`src/rtl/tortoise_pkg.sv`:
```
// Shared types for the tortoise core: FU operations, privilege levels and the
// CSR commit-stage state encoding, plus CSR address field positions.
package tortoise_pkg;

  typedef enum logic [3:0] {
    CSR_READ   = 4'd0,
    CSR_WRITE  = 4'd1,
    CSR_SET    = 4'd2,
    CSR_CLEAR  = 4'd3,
    MRET       = 4'd4,
    SRET       = 4'd5,
    DRET       = 4'd6,
    WFI        = 4'd7,
    SFENCE_VMA = 4'd8
  } fu_op_t;

  typedef enum logic [1:0] {
    PRIV_U = 2'b00,
    PRIV_S = 2'b01,
    PRIV_M = 2'b11
  } priv_t;

  typedef enum logic [1:0] {
    S_IDLE = 2'd0,
    S_READ = 2'd1,
    S_WB   = 2'd2,
    S_WFI  = 2'd3
  } csr_state_e;

  // CSR address fields: minimum privilege in [9:8], read-only marker in [11:10]
  localparam int unsigned CSR_PRIV_LSB = 8;
  localparam int unsigned CSR_PRIV_MSB = 9;
  localparam int unsigned CSR_RO_LSB   = 10;
  localparam int unsigned CSR_RO_MSB   = 11;
  localparam logic [1:0]  CSR_RO_VAL   = 2'b11;

  localparam int unsigned CAUSE_ILLEGAL_INSTR = 2;

  function automatic logic is_csr_op(input fu_op_t op);
    return (op == CSR_READ) || (op == CSR_WRITE) ||
           (op == CSR_SET)  || (op == CSR_CLEAR);
  endfunction

endpackage

```
`src/rtl/csr_commit_perm_check.sv`:
```
// Combinational CSR access permission check: existence, privilege level and
// write-to-read-only detection.
module csr_perm_check
  import tortoise_pkg::*;
(
  input  logic [11:0] addr_i,
  input  fu_op_t      op_i,
  input  priv_t       priv_i,
  input  logic        csr_exists_i,
  output logic        illegal_o
);

  logic priv_fail;
  logic ro_fail;

  assign priv_fail = addr_i[CSR_PRIV_MSB:CSR_PRIV_LSB] > 2'(priv_i);
  assign ro_fail   = (addr_i[CSR_RO_MSB:CSR_RO_LSB] == CSR_RO_VAL) && (op_i != CSR_READ);
  assign illegal_o = !csr_exists_i || priv_fail || ro_fail;

endmodule

```
`src/rtl/csr_commit.sv`:
```
// Commit-stage executor for FU_CSR entries: CSR read-modify-write, old-value
// writeback to the register file, xRET/SFENCE pulses and WFI stall.
module csr_commit
  import tortoise_pkg::*;
#(
  parameter int unsigned RV_XLEN = 64,
  parameter int unsigned XLEN    = RV_XLEN
) (
  input  logic            clk_i,
  input  logic            rst_ni,
  input  logic            commit_valid_i,
  input  fu_op_t          commit_op_i,
  input  logic [4:0]      commit_rd_i,
  input  logic [XLEN-1:0] commit_op1_i,
  input  logic [XLEN-1:0] commit_op2_i,
  output logic            commit_ready_o,
  input  priv_t           priv_i,
  input  logic            flush_i,
  input  logic            irq_pending_i,
  output logic [11:0]     csr_addr_o,
  output logic            csr_re_o,
  input  logic [XLEN-1:0] csr_rdata_i,
  input  logic            csr_exists_i,
  output logic            csr_we_o,
  output logic [XLEN-1:0] csr_wdata_o,
  output logic            rf_we_o,
  output logic [4:0]      rf_waddr_o,
  output logic [XLEN-1:0] rf_wdata_o,
  output logic            done_o,
  output logic            ex_valid_o,
  output logic [XLEN-1:0] ex_cause_o,
  output logic            mret_o,
  output logic            sret_o,
  output logic            dret_o,
  output logic            sfence_o
);

  csr_state_e      state_q, state_d;
  fu_op_t          op_q, op_d;
  logic [4:0]      rd_q, rd_d;
  logic [XLEN-1:0] op1_q, op1_d;
  logic [11:0]     addr_q, addr_d;
  logic [XLEN-1:0] old_q, old_d;
  logic            illegal_q, illegal_d;
  logic            illegal;
  logic            accept;

  // Only the CSR address bits of op2 are consumed; the SFENCE asid is not forwarded.
  logic unused_op2_hi;
  assign unused_op2_hi = ^commit_op2_i[XLEN-1:12];

  assign accept = (state_q == S_IDLE) && commit_valid_i && !flush_i;

  csr_perm_check u_perm (
    .addr_i       (addr_q),
    .op_i         (op_q),
    .priv_i       (priv_i),
    .csr_exists_i (csr_exists_i),
    .illegal_o    (illegal)
  );

  function automatic logic [XLEN-1:0] csr_new_value(input fu_op_t op,
                                                    input logic [XLEN-1:0] old,
                                                    input logic [XLEN-1:0] src);
    case (op)
      CSR_WRITE: return src;
      CSR_SET:   return old | src;
      CSR_CLEAR: return old & ~src;
      default:   return old;
    endcase
  endfunction

  always_comb begin
    op_d      = op_q;
    rd_d      = rd_q;
    op1_d     = op1_q;
    addr_d    = addr_q;
    old_d     = old_q;
    illegal_d = illegal_q;
    if (accept) begin
      op_d   = commit_op_i;
      rd_d   = commit_rd_i;
      op1_d  = commit_op1_i;
      addr_d = commit_op2_i[11:0];
    end
    if (state_q == S_READ && !flush_i) begin
      old_d     = csr_rdata_i;
      illegal_d = illegal;
    end
  end

  always_comb begin
    state_d        = state_q;
    commit_ready_o = 1'b0;
    csr_re_o       = 1'b0;
    csr_we_o       = 1'b0;
    rf_we_o        = 1'b0;
    done_o         = 1'b0;
    ex_valid_o     = 1'b0;
    mret_o         = 1'b0;
    sret_o         = 1'b0;
    dret_o         = 1'b0;
    sfence_o       = 1'b0;
    case (state_q)
      S_IDLE: begin
        commit_ready_o = !flush_i;
        if (accept) begin
          if (is_csr_op(commit_op_i))  state_d = S_READ;
          else if (commit_op_i == WFI) state_d = S_WFI;
          else                         state_d = S_WB;
        end
      end
      S_READ: begin
        if (flush_i) begin
          state_d = S_IDLE;
        end else begin
          csr_re_o = !(op_q == CSR_WRITE && rd_q == 5'd0);
          state_d  = S_WB;
        end
      end
      S_WB: begin
        state_d = S_IDLE;
        if (!flush_i) begin
          done_o = 1'b1;
          if (is_csr_op(op_q)) begin
            csr_we_o   = (op_q != CSR_READ) && !illegal_q;
            rf_we_o    = (rd_q != 5'd0) && !illegal_q;
            ex_valid_o = illegal_q;
          end else begin
            mret_o   = (op_q == MRET);
            sret_o   = (op_q == SRET);
            dret_o   = (op_q == DRET);
            sfence_o = (op_q == SFENCE_VMA);
          end
        end
      end
      S_WFI: begin
        if (flush_i) begin
          state_d = S_IDLE;
        end else if (irq_pending_i) begin
          done_o  = 1'b1;
          state_d = S_IDLE;
        end
      end
      default: state_d = S_IDLE;
    endcase
  end

  assign csr_addr_o  = addr_q;
  assign csr_wdata_o = csr_new_value(op_q, old_q, op1_q);
  assign rf_waddr_o  = rd_q;
  assign rf_wdata_o  = old_q;
  assign ex_cause_o  = ex_valid_o ? XLEN'(CAUSE_ILLEGAL_INSTR) : '0;

  always_ff @(posedge clk_i or negedge rst_ni) begin
    if (!rst_ni) begin
      state_q   <= S_IDLE;
      op_q      <= CSR_READ;
      rd_q      <= '0;
      op1_q     <= '0;
      addr_q    <= '0;
      old_q     <= '0;
      illegal_q <= 1'b0;
    end else begin
      state_q   <= state_d;
      op_q      <= op_d;
      rd_q      <= rd_d;
      op1_q     <= op1_d;
      addr_q    <= addr_d;
      old_q     <= old_d;
      illegal_q <= illegal_d;
    end
  end

endmodule
```
`config.mk`:
```
export PLATFORM = sky130hd
export DESIGN_NAME = csr_commit
export DESIGN_NICKNAME = d
export VERILOG_FILES = /design/src/rtl/tortoise_pkg.sv /design/src/rtl/csr_commit_perm_check.sv /design/src/rtl/csr_commit.sv
export SDC_FILE = /design/constraint.sdc
export NUM_CORES = 1
export LEC_CHECK = 0
export CAP_MARGIN = 0
export CORE_AREA = 8 8 160 162
export DETAILED_ROUTE_END_ITERATION = 10
export DIE_AREA = 0 0 168 170
export PLACE_DENSITY = 0.73
export SLEW_MARGIN = 5
export SYNTH_ARGS = -nofsm -noshare
export SYNTH_HDL_FRONTEND = slang
export SYNTH_SLANG_ARGS = --single-unit
```
`constraint.sdc`:
```
create_clock -name clk_i -period 1.7 [get_ports clk_i]
set_input_delay 0.255 -clock clk_i [delete_from_list [all_inputs] [get_ports clk_i]]
set_output_delay 0.255 -clock clk_i [all_outputs]
set_load 0.05 [all_outputs]
```
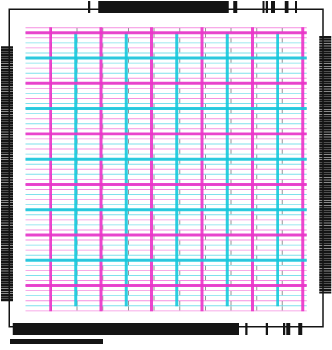
floorplan.png
Bar = 50 um. Pins as bars on the die edge. Tap cells in grey.
VSS: shown in magenta. VDD: shown in cyan.
428 signal pins sit on the boundary. 11 straps on met4. The core has 56 rows. 11 straps on met5. 57 met1 rails follow the rows.

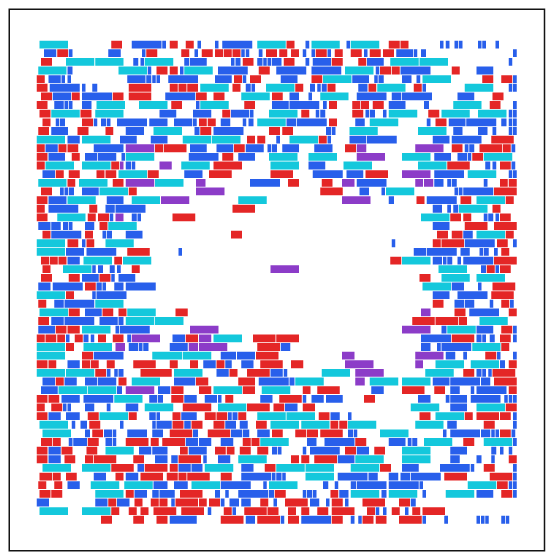
class_map.png
remaining logic cells: shown in blue, cells 519, share of their area 37%. remaining buffers and delay cells: shown in red, cells 372, share of their area 30%. registers: shown in cyan, cells 152, share of their area 28%. clock drivers and dummy loads: shown in purple, cells 32, share of their area 4.2%.

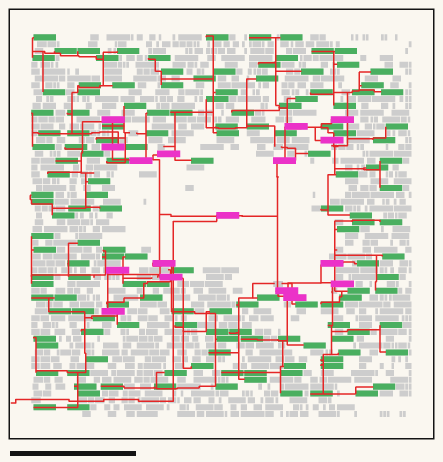
clock_wires.png
Bar = 50 um.
clock wires: shown in red, length 2280 um. flip-flops: shown in green, count 152. clock-net drivers: shown in magenta, count 17.
Position of the flops: all over the die. There are 18 routed clock nets.
clock skew: 0.009885 ns
worst skew pair latency: 0.41 ns
clock group power: 0.00366 W
Clk network pwr share: 16.2%

==> impl_metrics.csv <==
group,metric,value,unit
status,status,"complete, but fails checks",
status,violations,"setup timing",
synth,top_area_cell,"dfrtp_1",
worst_setup_path,crit_slowest_cell,"or4b_4",
die,rows,56,
drt,drt-vias-per-instance,4.919,
layout,nFillCells,1820,
clocking,clockBufferDepth,2,
worst_setup_path,cp.required,1.44,ns
worst_setup_path,reg2regPathDepth,5,
synth,edf_count,0,
clocking,numCtsBuffers,17,
synth,ys_sh_mux,12.98,%
drt,drt-total-wl,28.09,mm
drt,ant_nets,0,
worst_setup_path,crit_buf_inv,2,
sta,fin_ws,-0.7017,ns
synth,top_cell_area_share,50.98,%
die,chipArea,28560,um2
die,die_x,168,um
clocking,h-tree-depth,4,
drt,top_layer,"met4",
grt,gr-usage-met3,6.835,%
clocking,clock-sinks,152,
clocking,cts_tree,"done",
worst_setup_path,cp_num_cells,5,
placed_design,gp_congestion,0.8177,
synth,synthMostInstantiatedCell,"dfrtp_1",
layout,fin_util,59.83,%
drt,firstDrtPassIters,4,
die,ioPinCount,428,
grt,grt_antenna_before_repair,0,
worst_setup_path,startpoint_type,"register",
placed_design,dp.cells,1325,
pwr,power.density,1635,nW/um2
sta,whs,0.3256,ns
synth,syn_inst,719,
synth,xor_share,0,%
synth,yosys.stat.seqShare,50.98,%
synth,yosysUniqueCellTypes,35,
sta,rsz0062_at_grt,"yes",
sta,fin_tns_setup,-48.05,ns
synth,ys.flop_type,"dfrtp_1",
run,tool_warnings,81,
synth,synthTopCellsByCount,"152 x dfrtp_1, 86 x mux2_2, 71 x nand2_1",
run,drv_cap,0,
die,fp_util,32.37,%
sta,fmax,416.4,MHz
pwr,ir_drop,1.125,mV
sta,finalSetupViolCount,140,
grt,grt_pass1_wl,42.41,mm
sta,drv_slew,0,
synth,synth-simple-area-share,5.937,%
hold_path,min_path_type,"in2async",
synth,synth_flops,152,
[layout by cell type (no fill, tap or decap), types with 2 or more instances in the layout]
cell	count
clkdlybuf4s50_1	155
dfrtp_1	151
buf_4	138
nand2_1	68
inv_1	66
o21ai_0	65
conb_1	63
buf_12	63
a221oi_4	62
a21oi_2	46
mux2_4	44
mux2_2	42
clkbuf_16	19
a21oi_4	17
buf_6	11
nor2_4	5
inv_6	5
inv_8	4
nor3_2	3
nor2_1	3
nand2b_4	3
clkinvlp_4	3
a21oi_1	2
nor2_2	2
nand2_2	2
nor3_4	2
nor3b_2	2
nor2b_1	2
ha_1	2
clkinv_4	2
[area by class of cell]
cell class,instances,area (um2),area share [%]
Clock inverter,14,128.9,0.9344
Inverter,66,247.7,1.796
Sequential cell,152,3805,27.59
Multi-Input combinational cell,453,4743,34.39
Tap cell,290,362.8,2.631
Timing Repair Buffer,372,4075,29.55
Clock buffer,18,429.2,3.112
[report_power, final]
part	internal [W]	switching, W
sequential	0.00453	0.00117
clock	0.00194	0.00172
combinational	0.00526	0.00794
total	0.0117	0.0108
[path summary, 6_finish.rpt]
path,from,slack (ns),endpoint
min reg2reg,csr_addr_o[4]$_DFFE_PN0P_,0.52,csr_addr_o[4]$_DFFE_PN0P_
max in group asynchronous,rst_ni,0.79,op1_q[18]$_DFFE_PN0P_
min in group clk_i,csr_rdata_i[57],0.38,rf_wdata_o[57]$_DFFE_PN0P_
max reg2reg,state_q[0]$_DFFE_PN0P_,-0.10,op1_q[24]$_DFFE_PN0P_
min,rst_ni,0.33,csr_addr_o[11]$_DFFE_PN0P_
max,op_q[2]$_DFFE_PN0P_,-0.70,csr_wdata_o[5]
Power and IR drop assume default switching activity.
